**src/rtl/arb_pkg.sv**
```systemverilog
// Shared types and constants for the unified memory-port arbiter.
package arb_pkg;

  typedef enum logic [2:0] {
    IDLE   = 3'd0,
    BUSY_I = 3'd1,
    BUSY_D = 3'd2,
    RESP_I = 3'd3,
    RESP_D = 3'd4
  } arb_state_t;

  localparam logic [3:0]  FULL_MASK    = 4'hF;
  localparam logic [31:0] ARB_ERR_DATA = 32'hDEAD_BEEF;

endpackage

```
**src/rtl/arb_timeout_counter.sv**
```systemverilog
// Watchdog counter for the arbiter: cleared while idle, counts cycles spent
// waiting on the memory, and flags expiry on the last allowed wait cycle.
// Only built when ARB_TIMEOUT_EN is defined.
`ifdef ARB_TIMEOUT_EN
module arb_timeout_counter
  import arb_pkg::*;
#(
  parameter int CNT_W = 8
) (
  input  logic             clk,
  input  logic             rst,
  input  logic             clear_i,
  input  logic             enable_i,
  input  logic [CNT_W-1:0] limit_i,
  output logic             expired_o
);

  logic [CNT_W-1:0] cnt_q, cnt_d;

  // Next count: clear wins, otherwise count up and saturate at all-ones.
  always_comb begin
    cnt_d = cnt_q;
    if (clear_i) begin
      cnt_d = '0;
    end else if (enable_i && (cnt_q != '1)) begin
      cnt_d = cnt_q + 1'b1;
    end
  end

  // Count register, cleared by the asynchronous active-low reset.
  always_ff @(posedge clk or negedge rst) begin
    if (!rst) begin
      cnt_q <= '0;
    end else begin
      cnt_q <= cnt_d;
    end
  end

  // cnt_q holds the number of wait cycles already completed, so the limit is
  // reached during the cycle in which cnt_q equals limit-1.
  assign expired_o = enable_i && ((limit_i == '0) || (cnt_q >= (limit_i - 1'b1)));

endmodule
`endif

```
**src/rtl/mem_port_arbiter.sv**
```systemverilog
// Arbiter sharing one memory port between instruction fetch and load/store.
// Data requests have fixed priority; one access is in flight at a time and
// every output is registered. Optional watchdog: define ARB_TIMEOUT_EN.
module mem_port_arbiter
  import arb_pkg::*;
#(
  parameter int ADDR_W         = 32,
  parameter int DATA_W         = 32,
  parameter int TIMEOUT_CYCLES = 255
) (
  input  logic              clk,
  input  logic              rst,
  input  logic              if_req,
  input  logic [ADDR_W-1:0] if_addr,
  output logic              if_valid,
  output logic [DATA_W-1:0] if_rdata,
  input  logic              d_req,
  input  logic              d_we,
  input  logic [3:0]        d_mask,
  input  logic [ADDR_W-1:0] d_addr,
  input  logic [DATA_W-1:0] d_wdata,
  output logic              d_valid,
  output logic [DATA_W-1:0] d_rdata,
  output logic              mem_req,
  output logic              mem_we,
  output logic [3:0]        mem_mask,
  output logic [ADDR_W-1:0] mem_addr,
  output logic [DATA_W-1:0] mem_wdata,
  input  logic              mem_valid,
  input  logic [DATA_W-1:0] mem_rdata,
  output logic              busy,
  output logic              err
);

  arb_state_t        state_q;
  logic              mem_req_q;
  logic              mem_we_q;
  logic [3:0]        mem_mask_q;
  logic [ADDR_W-1:0] mem_addr_q;
  logic [DATA_W-1:0] mem_wdata_q;
  logic              if_valid_q;
  logic [DATA_W-1:0] if_rdata_q;
  logic              d_valid_q;
  logic [DATA_W-1:0] d_rdata_q;
  logic              busy_q;
  logic              err_q;
  logic              tmo_expired;

`ifdef ARB_TIMEOUT_EN
  localparam int CNT_W = (TIMEOUT_CYCLES > 255) ? $clog2(TIMEOUT_CYCLES + 1) : 8;
  localparam logic [CNT_W-1:0] TMO_LIMIT = CNT_W'(TIMEOUT_CYCLES);

  logic tmo_clear;
  logic tmo_enable;

  assign tmo_clear  = (state_q == IDLE);
  assign tmo_enable = (state_q == BUSY_I) || (state_q == BUSY_D);

  arb_timeout_counter #(
    .CNT_W (CNT_W)
  ) u_tmo (
    .clk       (clk),
    .rst       (rst),
    .clear_i   (tmo_clear),
    .enable_i  (tmo_enable),
    .limit_i   (TMO_LIMIT),
    .expired_o (tmo_expired)
  );
`else
  logic [31:0] unused_timeout_cfg;
  assign unused_timeout_cfg = 32'(TIMEOUT_CYCLES);
  assign tmo_expired        = 1'b0;
`endif

  // Arbitration FSM with all requester- and memory-side outputs registered.
  always_ff @(posedge clk or negedge rst) begin
    if (!rst) begin
      state_q     <= IDLE;
      mem_req_q   <= 1'b0;
      mem_we_q    <= 1'b0;
      mem_mask_q  <= '0;
      mem_addr_q  <= '0;
      mem_wdata_q <= '0;
      if_valid_q  <= 1'b0;
      if_rdata_q  <= '0;
      d_valid_q   <= 1'b0;
      d_rdata_q   <= '0;
      busy_q      <= 1'b0;
      err_q       <= 1'b0;
    end else begin
      // Completion and error strobes are single-cycle pulses.
      if_valid_q <= 1'b0;
      d_valid_q  <= 1'b0;
      err_q      <= 1'b0;
      case (state_q)
        IDLE: begin
          if (d_req) begin
            mem_req_q   <= 1'b1;
            mem_we_q    <= d_we;
            mem_mask_q  <= d_mask;
            mem_addr_q  <= d_addr;
            mem_wdata_q <= d_wdata;
            busy_q      <= 1'b1;
            state_q     <= BUSY_D;
          end else if (if_req) begin
            mem_req_q   <= 1'b1;
            mem_we_q    <= 1'b0;
            mem_mask_q  <= FULL_MASK;
            mem_addr_q  <= if_addr;
            busy_q      <= 1'b1;
            state_q     <= BUSY_I;
          end
        end
        BUSY_I, BUSY_D: begin
          // A real response in the expiry cycle takes precedence over the error.
          if (mem_valid || tmo_expired) begin
            mem_req_q <= 1'b0;
            err_q     <= !mem_valid;
            if (state_q == BUSY_D) begin
              d_rdata_q <= mem_valid ? mem_rdata : DATA_W'(ARB_ERR_DATA);
              d_valid_q <= 1'b1;
              state_q   <= RESP_D;
            end else begin
              if_rdata_q <= mem_valid ? mem_rdata : DATA_W'(ARB_ERR_DATA);
              if_valid_q <= 1'b1;
              state_q    <= RESP_I;
            end
          end
        end
        default: begin
          busy_q  <= 1'b0;
          state_q <= IDLE;
        end
      endcase
    end
  end

  assign mem_req   = mem_req_q;
  assign mem_we    = mem_we_q;
  assign mem_mask  = mem_mask_q;
  assign mem_addr  = mem_addr_q;
  assign mem_wdata = mem_wdata_q;
  assign if_valid  = if_valid_q;
  assign if_rdata  = if_rdata_q;
  assign d_valid   = d_valid_q;
  assign d_rdata   = d_rdata_q;
  assign busy      = busy_q;
  assign err       = err_q;

endmodule
```
**config.mk**
```make
export PLATFORM = sky130hd
export DESIGN_NAME = mem_port_arbiter
export DESIGN_NICKNAME = d
export VERILOG_FILES = /design/src/rtl/arb_pkg.sv /design/src/rtl/arb_timeout_counter.sv /design/src/rtl/mem_port_arbiter.sv
export SDC_FILE = /design/constraint.sdc
export NUM_CORES = 1
export LEC_CHECK = 0
export ABC_AREA = 1
export CORE_AREA = 2 2 147 149
export CTS_BUF_LIST = sky130_fd_sc_hd__clkbuf_16
export DETAILED_ROUTE_END_ITERATION = 7
export DIE_AREA = 0 0 149 151
export PLACE_DENSITY = 0.68
export SYNTH_ARGS = -nofsm -noshare
export SYNTH_HDL_FRONTEND = slang
export SYNTH_SLANG_ARGS = --single-unit
```
**constraint.sdc**
```tcl
create_clock -name clk -period 2 [get_ports clk]
set_clock_uncertainty 0.2 [all_clocks]
set_input_delay 0.3 -clock clk [delete_from_list [all_inputs] [get_ports clk]]
set_output_delay 0.3 -clock clk [all_outputs]
set_load 0.02 [all_outputs]
```
Run 1, signal wires by layer:
(2 px per um) Two of the layers only.
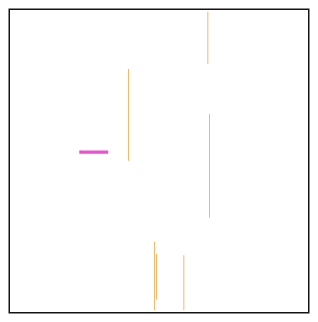
magenta -> metal 5  # wire length 12.9 um
orange -> metal 4  # wire length 207 um
vias: 5314
GRT Total Usage: 16.9%
routed len/inst: 15.6 um

Run 1, gate families picked out:
(2 px per um)
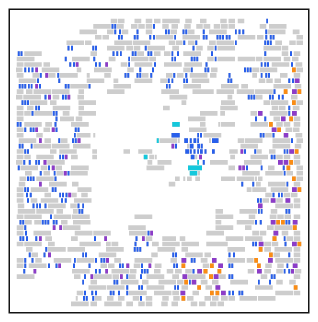
cyan -> NOR gates  # cells 6, where centre
blue -> NAND gates  # cells 352, most used nand2_1, where widely spread
orange -> AND and OR gates  # cells 32, most used or2_2
purple -> inverting AOI/OAI gates  # cells 70, most used o21ai_0
Finished Layout Cells: 1219
dominant logic cell type in the layout: nand2_1
Comb area share: 21.2%

==> results.tsv, run 1 <==
metric	value	unit
status	finished clean	
dominant_cells	flip-flops and latches	
maxPowerGroup	combinational cells	
logic_gate_count	461	
cellPowerDensity	1630	nW/um^2
top_usage_layer	met2	
p_leak	4.53	nW
drv_cap	0	
yosys-stat-area	5760	sq um
n_sequential_cell	140	
grt_setup_unrepaired	false	
cp-start-kind	flop	
synthMuxAreaShare	0	%
crit_family	buffers and inverters	
ant_nets	0	
core_area	20800	sq um
ys_cells	647	
rows	53	
n_all_inverters	10	
route.met2.wl	9160	um
flop_cell	dfrtp_1	
design_area	9620	sq um
worst_path_max_delay_cell	clkdlybuf4s50_1	
viasPerCell	4.36	
seq_area_frac_synth	60.8	%
clock_latency	0.41	ns
sh_seq_area	36.4	%
lay_top_cells	342 x nand2_1, 272 x clkdlybuf4s50_1, 140 x dfrtp_1	
syn_inst	647	
dp.cells	1186	
worst_pin_slew	0.499	ns
drtIter0Drc	132	
p_int	9.58	mW
synth_area	5760	sq um
cts_hold_buffers	1	
synth_dominant_cell_count	nand2_1	
cts_root_buf	clkbuf_16	
crit_fanout	2	
clock_power_share	21.0	%
die_w	149	um
synth.avg_cell_area	8.90	sq um
powerSeq	4.88	mW
cts_tree	done	
powerComb	7.51	mW
die_y	151	um
antenna_found_initial	1	
drc	0	
crit_start	if_rdata[15]$_DFFE_PN0P_	
synthDistinctLibCells	23	
slowest_delay	0.62	ns
initCoreUtil	27.7	%
n_fill_cell	1979	
vdd_drop_max	0.000745	V
ios	276	
placed_area	8990	sq um
yosys.area_share.simple	27.9	%
worst_slack	0.0803	ns
met1_usage	20.0	%
drive_gt1_share	10.6	%
path_cells	clkdlybuf4s50_1	
crit_end	if_rdata[15]	
edf_count	0	
cts.path.max_buffers	2	
grt_use_met2	28.5	%
grt_use_met3	6.96	%
switching_power	6.10	mW
top_area_cell	dfrtp_1	
clk_share	6.38	%
cts.sinks	140	
routed.top_layer	met5	
log.warning_count	26	
combPwrFrac	47.9	%
bufAreaShareNonClock	32.0	%
slew_headroom	66.7	%
path_clk_slew	0.07	ns
grt-ovfl-total	0	
antenna_cells	0	
synth_top_area_share	60.8	%
hold_class	input port to async pin	
fin_nets	1069	
grt_pass1_vias	5453	
crit_cells	1	
gp_congestion	0.771	
netSwitchingFraction	38.9	%
topCellsByArea	dfrtp_1 61%, nand2_1 22%, o211ai_1 4.2%	
logic_family	simple AND/OR/NAND/NOR gates	
htree_levels	4	
chipArea	22500	sq um
adder_share	0	%
ys_sh_xor	0	%
ff2ff_setup_slack	0.39	ns
async_flop_share	100	%
finalPower	15.7	mW
drt-met1-wl	7780	um
comb_area	2040	sq um
dr.pass1.iters	4	
r2r-start	state_q[0]$_DFFE_PN0P_	
grt_pass1_wl	29600	um
top_cells_by_count	342 x nand2_1, 140 x dfrtp_1, 38 x o21ai_0, 32 x o211ai_1, 29 x or2_2	
pwr-share-seq	31.1	%
finish.utilization	46.2	%
ctsResizeCount	0	
place_ws	0.0667	ns
numCtsBuffers	17	
report.final.slew_viol_count	0	
reg2reg_depth	7	
portBuffers	274	
hold_viol_final	0	
cp.required	1.50	ns
setup_viol	0	
ys_sh_aoi	7.48	%
dr_wl_met3	1800	um
fp_nets	785	
num_tap_cells	275	
yosys_warnings	0	
fin_tns_setup	0	ns
worstSetupPathType	flop to output port	
ys.flops	140	
worst-path-buf-inv	1	
clock_power	3.29	mW
critPathCaptureType	output port	
grt_max_degree	37	
syn_to_final_growth	67.0	%
seq_area	3500	sq um
dp_hpwl	13600	um
post_cts_buffers	0	
buffers	301	
period_minus_slack	1.92	ns
nClkBuffers	17	
critPathArrivalTime	1.42	ns
clock.fmax	0.521	GHz
fin_crit_sh	96.0	%
finalHoldWorstSlack	0.185	ns
reg2reg_to	mem_addr[26]$_DFFE_PN0P_	
Run 1, M4 wires:
(2 px per um)
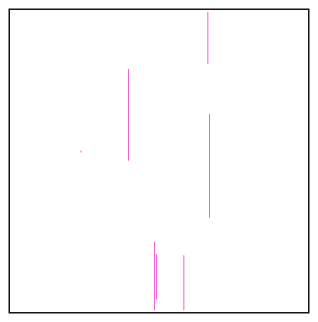
main direction = vertical
share of all routed wire = 1.1%
total wire length: 19000 um

Run 1, I/O pins on the die edge:
(2 px per um) Pins as bars across the die edge, other pins in grey.
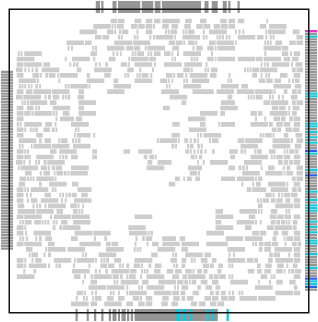

--- run 2 (diff from run 1) ---
--- a/config.mk
+++ b/config.mk
@@ -6,11 +6,12 @@
 export NUM_CORES = 1
 export LEC_CHECK = 0
 export ABC_AREA = 1
-export CORE_AREA = 2 2 147 149
+export CORE_AREA = 2 2 134 163
 export CTS_BUF_LIST = sky130_fd_sc_hd__clkbuf_16
 export DETAILED_ROUTE_END_ITERATION = 7
-export DIE_AREA = 0 0 149 151
+export DIE_AREA = 0 0 136 165
 export PLACE_DENSITY = 0.68
 export SYNTH_ARGS = -nofsm -noshare
 export SYNTH_HDL_FRONTEND = slang
+export SYNTH_HIERARCHICAL = 1
 export SYNTH_SLANG_ARGS = --single-unit
Run 2, I/O pins on the die edge:
(2 px per um) Pins as bars across the die edge, other pins in grey.
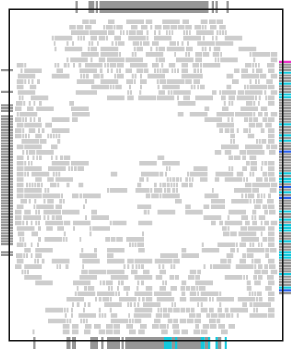
magenta -> `busy`  # pins 1, direction output, edge right
blue -> `mem_mask`  # pins 4, direction output, edge right
cyan -> `mem_addr`  # pins 32, direction output, edge 22 right, 10 bottom
DIE WIDTH: 136 um
die height: 165 um
IO buf count: 274

==> results.tsv, run 2 <==
metric	value	unit
rows	58	
comb_area	2040	sq um
worst-path-buf-inv	1	
syn_inst	647	
worstSetupPathType	flop to output port	
cp-start-kind	flop	
wire_per_inst	15.1	um
dp.cells	1178	
buffers	298	
ff2ff_setup_slack	0.27	ns
n_fill_cell	2008	
pwr-share-seq	31.6	%
fin_crit_sh	96.5	%
grtUsageTotal	16.3	%
syn_to_final_growth	65.3	%
drc	0	
p_leak	4.49	nW
combPwrFrac	48.3	%
dp_hpwl	13000	um
ys_sh_xor	0	%
status	finished clean	
synth.avg_cell_area	8.90	sq um
path_clk_slew	0.06	ns
cellPowerDensity	1620	nW/um^2
yosys.area_share.simple	27.9	%
fp_nets	785	
grt_use_met2	28.6	%
finalPower	15.5	mW
placed_area	8940	sq um
logic_family	simple AND/OR/NAND/NOR gates	
period_minus_slack	1.93	ns
worst_pin_slew	0.518	ns
path_cells	clkdlybuf4s50_1	
bufAreaShareNonClock	31.8	%
top_usage_layer	met2	
powerComb	7.46	mW
logic_gate_count	461	
n_all_inverters	10	
dr.pass1.iters	4	
clock_power_share	20.1	%
ant_nets	0	
chipArea	22400	sq um
lay_top_cells	342 x nand2_1, 272 x clkdlybuf4s50_1, 140 x dfrtp_1	
core_area	20800	sq um
grt_use_met3	5.99	%
ctsResizeCount	1	
cts_hold_buffers	1	
fin_nets	1066	
clock.fmax	0.518	GHz
grt_pass1_vias	5430	
numCtsBuffers	17	
drt-met1-wl	7320	um
cp.required	1.50	ns
powerSeq	4.89	mW
topCellsByArea	dfrtp_1 61%, nand2_1 22%, o211ai_1 4.2%	
post_cts_buffers	0	
ys_sh_aoi	7.48	%
reg2reg_to	d_rdata[7]$_DFFE_PN0P_	
critPathCaptureType	output port	
seq_area	3500	sq um
crit_start	mem_addr[26]$_DFFE_PN0P_	
edf_count	0	
critPathArrivalTime	1.43	ns
nClkBuffers	17	
ys_cells	647	
synth_top_area_share	60.8	%
top_area_cell	dfrtp_1	
maxPowerGroup	combinational cells	
worst_path_max_delay_cell	clkdlybuf4s50_1	
slowest_delay	0.62	ns
drtIter0Drc	170	
place_ws	0.0349	ns
antenna_cells	0	
crit_fanout	2	
synthDistinctLibCells	23	
lay_top_count	nand2_1	
yosys_warnings	6	
clock_power	3.11	mW
drv_cap	0	
synth_area	5760	sq um
met1_usage	18.5	%
routed.top_layer	met4	
cts.sinks	140	
clk_share	6.02	%
synthMuxAreaShare	0	%
hold_viol_final	0	
reg2reg_depth	5	
num_tap_cells	270	
crit_cells	1	
route.met2.wl	9210	um
crit_end	mem_addr[26]	
final_cells	1211	
dominant_cells	flip-flops and latches	
Run 2, M4 wires:
(2 px per um)
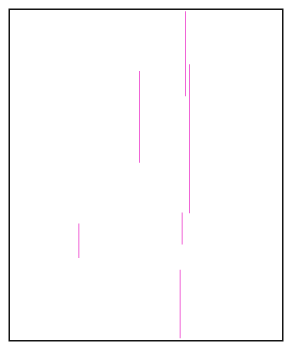
vias: 5303
total wire length: 18200 um

Run 2, gate families picked out:
(2 px per um)
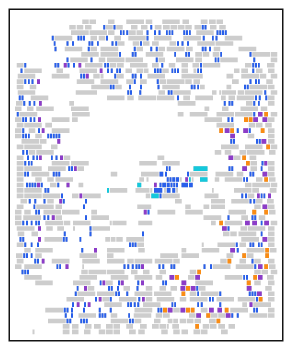

--- run 3 (diff from run 2) ---
--- a/config.mk
+++ b/config.mk
@@ -6,11 +6,12 @@
 export NUM_CORES = 1
 export LEC_CHECK = 0
 export ABC_AREA = 1
-export CORE_AREA = 2 2 134 163
+export CORE_AREA = 2 2 112 135
 export CTS_BUF_LIST = sky130_fd_sc_hd__clkbuf_16
 export DETAILED_ROUTE_END_ITERATION = 7
-export DIE_AREA = 0 0 136 165
-export PLACE_DENSITY = 0.68
+export DIE_AREA = 0 0 114 137
+export GPL_TIMING_DRIVEN = 1
+export PLACE_DENSITY = 0.77
 export SYNTH_ARGS = -nofsm -noshare
 export SYNTH_HDL_FRONTEND = slang
 export SYNTH_HIERARCHICAL = 1
Run 3, gate families picked out:
(3 px per um)
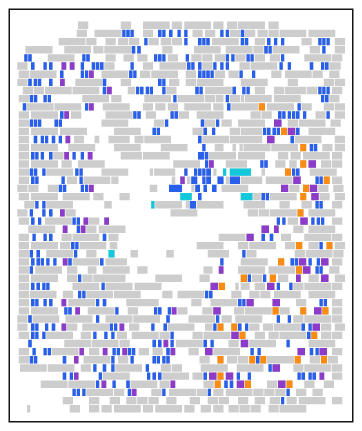
purple -> inverting AOI/OAI gates  # cells 70, most used o21ai_0, where widely spread
blue -> NAND gates  # cells 352, most used nand2_1, where widely spread
cyan -> NOR gates  # cells 6, where centre
orange -> AND and OR gates  # cells 32, most used or2_2
Comb area share: 21.7%
Finished Layout Cells: 1111

Run 3, signal wires by layer:
(2 px per um) Two of the layers only.
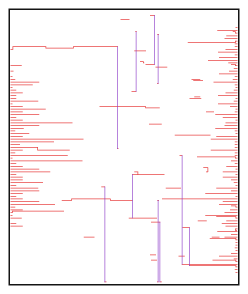
purple -> metal 4  # wire length 343 um
red -> metal 3  # wire length 1380 um
routed len/inst: 16.0 um
total wire length: 17800 um
GRT Total Usage: 22.5%

==> results.tsv, run 3 <==
metric	value	unit
status	finished clean	
topCellsByArea	dfrtp_1 61%, nand2_1 22%, o211ai_1 4.2%	
syn_inst	647	
hold_class	input port to async pin	
crit_fanout	2	
clock_power	3.19	mW
cp.required	1.50	ns
worst_path_max_delay_cell	clkdlybuf4s50_1	
n_sequential_cell	140	
finish.utilization	65.9	%
ys.flops	140	
cts_tree	done	
r2r-start	state_q[0]$_DFFE_PN0P_	
adder_share	0	%
powerSeq	4.89	mW
critPathCaptureType	output port	
seq_area	3500	sq um
p_int	9.54	mW
grt_use_met3	7.84	%
logic_family	simple AND/OR/NAND/NOR gates	
lay_top_count	nand2_1	
ff2ff_setup_slack	0.38	ns
post_cts_buffers	0	
path_clk_slew	0.06	ns
clock_latency	0.40	ns
period_minus_slack	1.94	ns
sh_seq_area	37.2	%
gp_congestion	0.813	
ctsResizeCount	0	
grt_setup_unrepaired	false	
ys_sh_xor	0	%
dr.pass1.iters	4	
cts_root_buf	clkbuf_16	
report.final.slew_viol_count	0	
core_area	14300	sq um
synth_area	5760	sq um
edf_count	0	
slew_headroom	65.5	%
reg2reg_to	mem_mask[2]$_DFFE_PN0P_	
hold_viol_final	0	
nClkBuffers	17	
viasPerCell	4.79	
htree_levels	4	
routed.top_layer	met4	
fin_tns_setup	0	ns
setup_viol	0	
antenna_cells	1	
seq_area_frac_synth	60.8	%
lay_top_cells	342 x nand2_1, 273 x clkdlybuf4s50_1, 140 x dfrtp_1	
via_count	5327	
synth_dominant_cell_count	nand2_1	
synth_top_area_share	60.8	%
die_y	137	um
slowest_delay	0.63	ns
ios	276	
syn_to_final_growth	63.5	%
antenna_found_initial	1	
drtIter0Drc	343	
num_tap_cells	175	
synthDistinctLibCells	23	
worst_slack	0.0625	ns
cts.sinks	140	
dr_wl_met3	1380	um
fin_nets	1061	
combPwrFrac	48.0	%
crit_family	buffers and inverters	
fp_nets	785	
cts.path.max_buffers	2	
dp_hpwl	12500	um
rows	48	
fin_crit_sh	96.9	%
grt_max_degree	49	
worst_pin_slew	0.517	ns
comb_area	2040	sq um
synth.avg_cell_area	8.90	sq um
finalHoldWorstSlack	0.204	ns
finalPower	15.5	mW
worst-path-buf-inv	1	
dp.cells	1078	
clock_power_share	20.6	%
place_ws	-0.0266	ns
cts_hold_buffers	1	
vdd_drop_max	0.000934	V
cellPowerDensity	1650	nW/um^2
logic_gate_count	461	
clock.fmax	0.516	GHz
drive_gt1_share	9.52	%
maxPowerGroup	combinational cells	
path_cells	clkdlybuf4s50_1	
route.met2.wl	8840	um
chipArea	15600	sq um
crit_end	d_rdata[30]	
drt-met1-wl	7260	um
top_area_cell	dfrtp_1	
die_w	114	um
grt_pass1_wl	27200	um
switching_power	5.99	mW
design_area	9410	sq um
clk_share	6.31	%
synthMuxAreaShare	0	%
top_cells_by_count	342 x nand2_1, 140 x dfrtp_1, 38 x o21ai_0, 32 x o211ai_1, 29 x or2_2	
ant_nets	0	
numCtsBuffers	17	
grt-ovfl-total	0	
placed_area	8810	sq um
Power is estimated from default activity; no workload was simulated.
